==> src/rtl/instr_buffer.sv <==
// Instruction buffer between fetch and decode: a circular FIFO of fetch entries
// that accepts up to N lanes per cycle and presents the oldest N entries to decode.

package instr_buffer_pkg;
    typedef struct packed {
        logic [31:0] pc;
        logic [31:0] inst;
        logic        pred_taken;
        logic [31:0] pred_target;
    } fetch_entry_t;
endpackage

module instr_buffer
    import instr_buffer_pkg::*;
#(
    parameter int N     = 3,
    parameter int DEPTH = 8
) (
    input  logic                         clock,
    input  logic                         reset,
    input  logic                         ib_bundle_valid_i,
    input  logic [N-1:0]                 ib_lane_valid_i,
    input  fetch_entry_t [N-1:0]         ib_fetch_i,
    output logic                         ib_stall_o,
    input  logic                         flush_i,
    input  logic [$clog2(N+1)-1:0]       dec_accept_i,
    output logic [N-1:0]                 dec_valid_o,
    output fetch_entry_t [N-1:0]         dec_entry_o,
    output logic [$clog2(DEPTH+1)-1:0]   count_dbg_o
);

    localparam int PTR_W = $clog2(DEPTH);
    localparam int CNT_W = $clog2(DEPTH+1);

    fetch_entry_t        mem_r [DEPTH];
    logic [PTR_W-1:0]    head_r;
    logic [PTR_W-1:0]    tail_r;
    logic [CNT_W-1:0]    count_r;

    logic                enq_en_s;
    logic [CNT_W-1:0]    enq_n_s;
    logic [CNT_W-1:0]    deq_n_s;
    logic [CNT_W-1:0]    accept_s;
    logic [CNT_W-1:0]    free_s;

    function automatic logic [CNT_W-1:0] popcount(input logic [N-1:0] v);
        logic [CNT_W-1:0] c;
        c = {CNT_W{1'b0}};
        for (int i = 0; i < N; i++) begin
            c = c + CNT_W'(v[i]);
        end
        return c;
    endfunction

    // Stall depends on registered occupancy only, so fetch never sees a loop.
    always_comb begin
        free_s     = CNT_W'(DEPTH) - count_r;
        ib_stall_o = (free_s < CNT_W'(N));
    end

    // Enqueue/dequeue amounts; accept beyond occupancy is clipped.
    always_comb begin
        enq_en_s = ib_bundle_valid_i & ~ib_stall_o & ~flush_i;
        if (enq_en_s) begin
            enq_n_s = popcount(ib_lane_valid_i);
        end else begin
            enq_n_s = {CNT_W{1'b0}};
        end
        accept_s = CNT_W'(dec_accept_i);
        if (accept_s < count_r) begin
            deq_n_s = accept_s;
        end else begin
            deq_n_s = count_r;
        end
    end

    // Pointer and occupancy update; reset outranks flush, flush outranks traffic.
    always_ff @(posedge clock) begin
        if (reset) begin
            head_r  <= {PTR_W{1'b0}};
            tail_r  <= {PTR_W{1'b0}};
            count_r <= {CNT_W{1'b0}};
        end else if (flush_i) begin
            head_r  <= {PTR_W{1'b0}};
            tail_r  <= {PTR_W{1'b0}};
            count_r <= {CNT_W{1'b0}};
        end else begin
            head_r  <= head_r + PTR_W'(deq_n_s);
            tail_r  <= tail_r + PTR_W'(enq_n_s);
            count_r <= count_r + enq_n_s - deq_n_s;
        end
    end

    // Slot storage: lanes are contiguous from lane 0, so lane i lands at tail+i.
    always_ff @(posedge clock) begin
        if (enq_en_s && !reset) begin
            for (int i = 0; i < N; i++) begin
                if (ib_lane_valid_i[i]) begin
                    mem_r[tail_r + PTR_W'(i)] <= ib_fetch_i[i];
                end
            end
        end
    end

    // Decode window: oldest N entries read straight from storage, no bypass.
    always_comb begin
        for (int i = 0; i < N; i++) begin
            dec_valid_o[i] = (CNT_W'(i) < count_r);
            dec_entry_o[i] = mem_r[head_r + PTR_W'(i)];
        end
        count_dbg_o = count_r;
    end

endmodule

==> config.mk <==
export PLATFORM = sky130hd
export DESIGN_NAME = instr_buffer
export DESIGN_NICKNAME = d
export VERILOG_FILES = /design/src/rtl/instr_buffer.sv
export SDC_FILE = /design/constraint.sdc
export NUM_CORES = 2
export LEC_CHECK = 0
export CORE_MARGIN = 4
export CORE_UTILIZATION = 58
export DETAILED_ROUTE_END_ITERATION = 10
export PLACE_DENSITY = 0.82
export SYNTH_ARGS = -nofsm -noshare
export SYNTH_HDL_FRONTEND = slang
export SYNTH_SLANG_ARGS = --single-unit
==> constraint.sdc <==
create_clock -name clock -period 8.25 [get_ports clock]
set_clock_uncertainty 0.2 [all_clocks]
set_input_delay 1.65 -clock clock [delete_from_list [all_inputs] [get_ports clock]]
set_output_delay 1.65 -clock clock [all_outputs]
set_load 0.02 [all_outputs]
placement.png
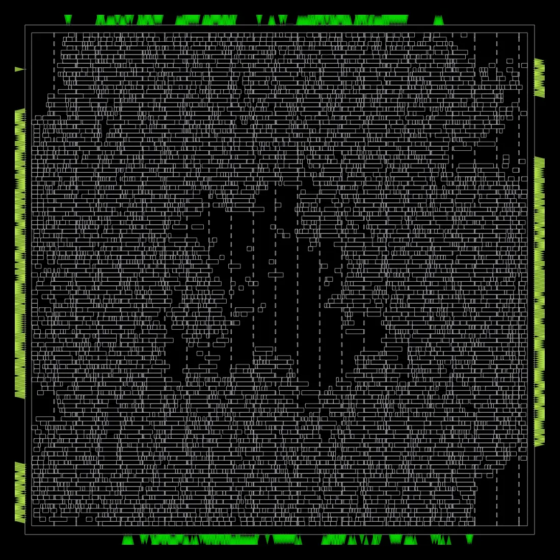
Cell Count, Final, Fillers Out: 6612
Tap Cells: 1265
Final Util: 66.9%
Seq area share: 37.0%
Core ar.: 95000 sq um

==> out/metrics.cfg <==
[layout]
synthToLayoutAreaGrowth_pct = 14.2
layout.nets = 5557
final_cell_mix = mux2i_1 (871), edfxtp_1 (776), nand2_1 (690)
drive_above_1_share_pct = 14.9
fin_area_sq_um = 63500

[die]
placementRows = 113
die_w_um = 318
initial_utilization_pct = 58.5
chipArea_sq_um = 101000
io_pins = 599

[power_and_ir_drop]
p_int_mw = 9.26
swShare_pct = 34.0
p_sw_mw = 4.78
combPwrFrac_pct = 40.0
vdd_drop_max_mv = 0.175
clock_power_share_pct = 27.3
p_leak_nw = 24.8

[cts]
htreeDepth = 3
cts-buffers-inserted = 88
cts_tree = built
clockBufferDepth = 3
clock-sinks = 786
cts_resized = 0
cts-root-buf = clkbuf_16
cts_setup_buffers = 0
clkTransAtPathRegs_ns = 0.06

[detailed_routing]
via_per_inst = 6.70
first_pass_iters = 7
drc_errors = 0
top_layer_used = met5
vias = 44300
wl_met2_um = 84000
wl_met3_um = 23600

[logic_synthesis]
ys_seq_elements = 786
synth_stat.cells = 5214
yosys_area_sq_um = 55600
yosysSeqAreaShare_pct = 42.3
syn_nets = 5530
synth.distinct_cells = 45
avgSynthCellArea_sq_um = 10.7

[status]
status = finished clean

[worst_setup_path]
r2r_cells = 8
critPathSlowestCell = dfxtp_4
r2r_slack_ns = 3.57
startpoint_type = register
slowest_delay_ns = 0.90
crit_buf_inv = 2
critical_path_class = register to output pin
end_kind = output pin
path_depth = 5
cpLargestDelayFamily = buffers and inverters
cp_max_fo = 98
r2r-end = mem_r[1][48]$_DFFE_PP_
required_ns = 6.40

[sta]
hold_violations = 0
post-route-period-util_pct = 76.5
hold_ws_ns = 0.497
tns_ns = 0
period_needed_ns = 6.31
slew_headroom_pct = 8.01
setup_viol_count_final = 0
tightestPinTransition_ns = 1.38
max_clock_freq_mhz = 158
drv_slew = 0

[placed_design]
placed_area_sq_um = 60700
dp_hpwl_um = 105000
port_buffers = 598

[global_routing]
grt_overflow_total = 0
grt_pass1_vias = 44500
grt_max_degree = 231

[worst_hold_path]
hold_depth = 2
hold_start = tail_r[2]$_SDFF_PP0_

[run]
warnings = 54

placement_by_type.png
Fill, decap, tap and diode cells in gray.
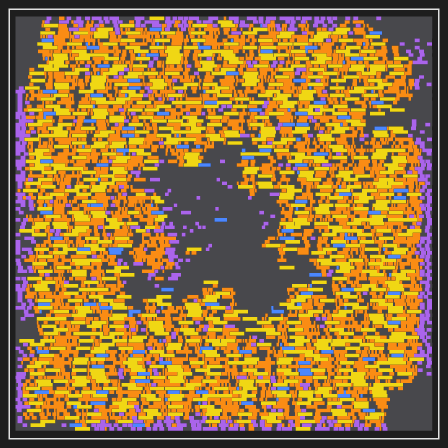
Yellow stands for flops, cells 786, share of their area 38%. Orange stands for combinational and other logic, cells 3705, share of their area 47%. Blue stands for clock drivers and dummy loads, cells 158, share of their area 4.4%. Purple stands for other buffers and delay cells, cells 660, share of their area 11%.

## layout make-up
type | instances | area, sq um
Clock buffer | 110 | 2350
Fill cell | 6968 | 31500
Clock inverter | 48 | 357
Inverter | 11 | 41.3
Timing Repair Buffer | 660 | 6660
Multi-Input combinational cell | 3694 | 28900
Tap cell | 1265 | 1580
Sequential cell | 786 | 23500
Antenna cell | 38 | 95.1
## registers in the layout, indices dropped and copies added, names as in the netlist
name         flops
tail_r           3
mem_r          776
count_dbg_o      4
head_r           3
## stage by stage
stage	cells	util (%)	power, mW	worst slack [ns]
after floorplan	5214	-	8.05	0.579
after global placement	6416	63.9	10.1	2.36
after detailed placement	6416	63.9	10.2	2.32
after CTS	6574	66.8	14.0	1.97
after global routing	6597	66.8	14.5	1.70
final	6612	66.9	14.0	1.94
## logic make-up after synthesis
kind of cell / count (synthesis) / share of synthesized area, %
adder cells (fa/ha/maj): 16 / 0.414
AND-OR/OR-AND: 1077 / 9.73
XOR/XNOR: 7 / 0.110
multiplexers: 1456 / 33.4
buffers and inverters: 734 / 6.03
flip-flops: 786 / 42.3
AND/OR/NAND/NOR: 1138 / 8.05
## per-layer routing
metal	vias up	GRT usage, %
li1	19200	-
met1	21400	46.7
met2	3092	55.3
met3	631	8.77
met4	16	17.6
met5	-	0
## how the worst max path moves through the flow
stage                                     from                      to  slack (ns)
after detailed placement               flush_i  mem_r[3][63]$_DFFE_PP_        2.32
after global routing      head_r[0]$_SDFF_PP0_         dec_entry_o[64]        1.70
after floorplan                        flush_i   mem_r[3][0]$_DFFE_PP_        0.58
after global placement                 flush_i  mem_r[3][63]$_DFFE_PP_        2.36
final                     head_r[0]$_SDFF_PP0_        dec_entry_o[101]        1.94
after CTS                 head_r[0]$_SDFF_PP0_        dec_entry_o[101]        1.97
## cell usage after synthesis
master    number  area share [%]
and4_1         1           0.016
and2_1         7           0.079
dfxtp_1       10            0.36
nor4_4         2           0.076
clkbuf_1     387             2.6
nand2b_1       3           0.034
inv_1         10           0.068
mux2_2       293             5.9
buf_2        153             1.4
and3b_1        2           0.032
nor3b_2        1           0.022
nand4_1        5           0.056
ha_1          12            0.27
mux4_2       291              12
o211ai_1       5           0.068
nor3_2         2           0.036
nor2_1       393             2.7
nand3_1       13            0.12
mux2i_1      871              16
a21oi_1      388             3.5
nand2_1      690             4.7
o21ai_1      220             2.0
nor4b_4        1           0.043
or2_2          3           0.034
nor2_4         1           0.020
or3_1          1           0.011
buf_1        104            0.70
xnor2_1        3           0.047
nand3b_1       3           0.040
a21o_1         2           0.027
inv_2          1          0.0067
edfxtp_1     776              42
xor2_1         4           0.063
o21ai_0      461             4.1
buf_6         23            0.47
fa_1           4            0.14
buf_8          3           0.081
buf_4         53            0.72
mux2_1         1           0.020
or2_1          1           0.011
nor3_1         1          0.0090
nor2b_1        6           0.068
o31ai_1        1           0.014
nand4_2        1           0.022
and3_1         1           0.011
## power groups by stage
stage | registers, mW | logic (mW) | clock network, mW
final | 4.60 | 5.61 | 3.83
after global routing | 4.61 | 5.89 | 4.01
after CTS | 4.59 | 5.58 | 3.84
after detailed placement | 4.68 | 5.54 | 0
after global placement | 4.67 | 5.46 | 0
after floorplan | 4.61 | 3.44 | 0
Power and IR drop assume default switching activity.
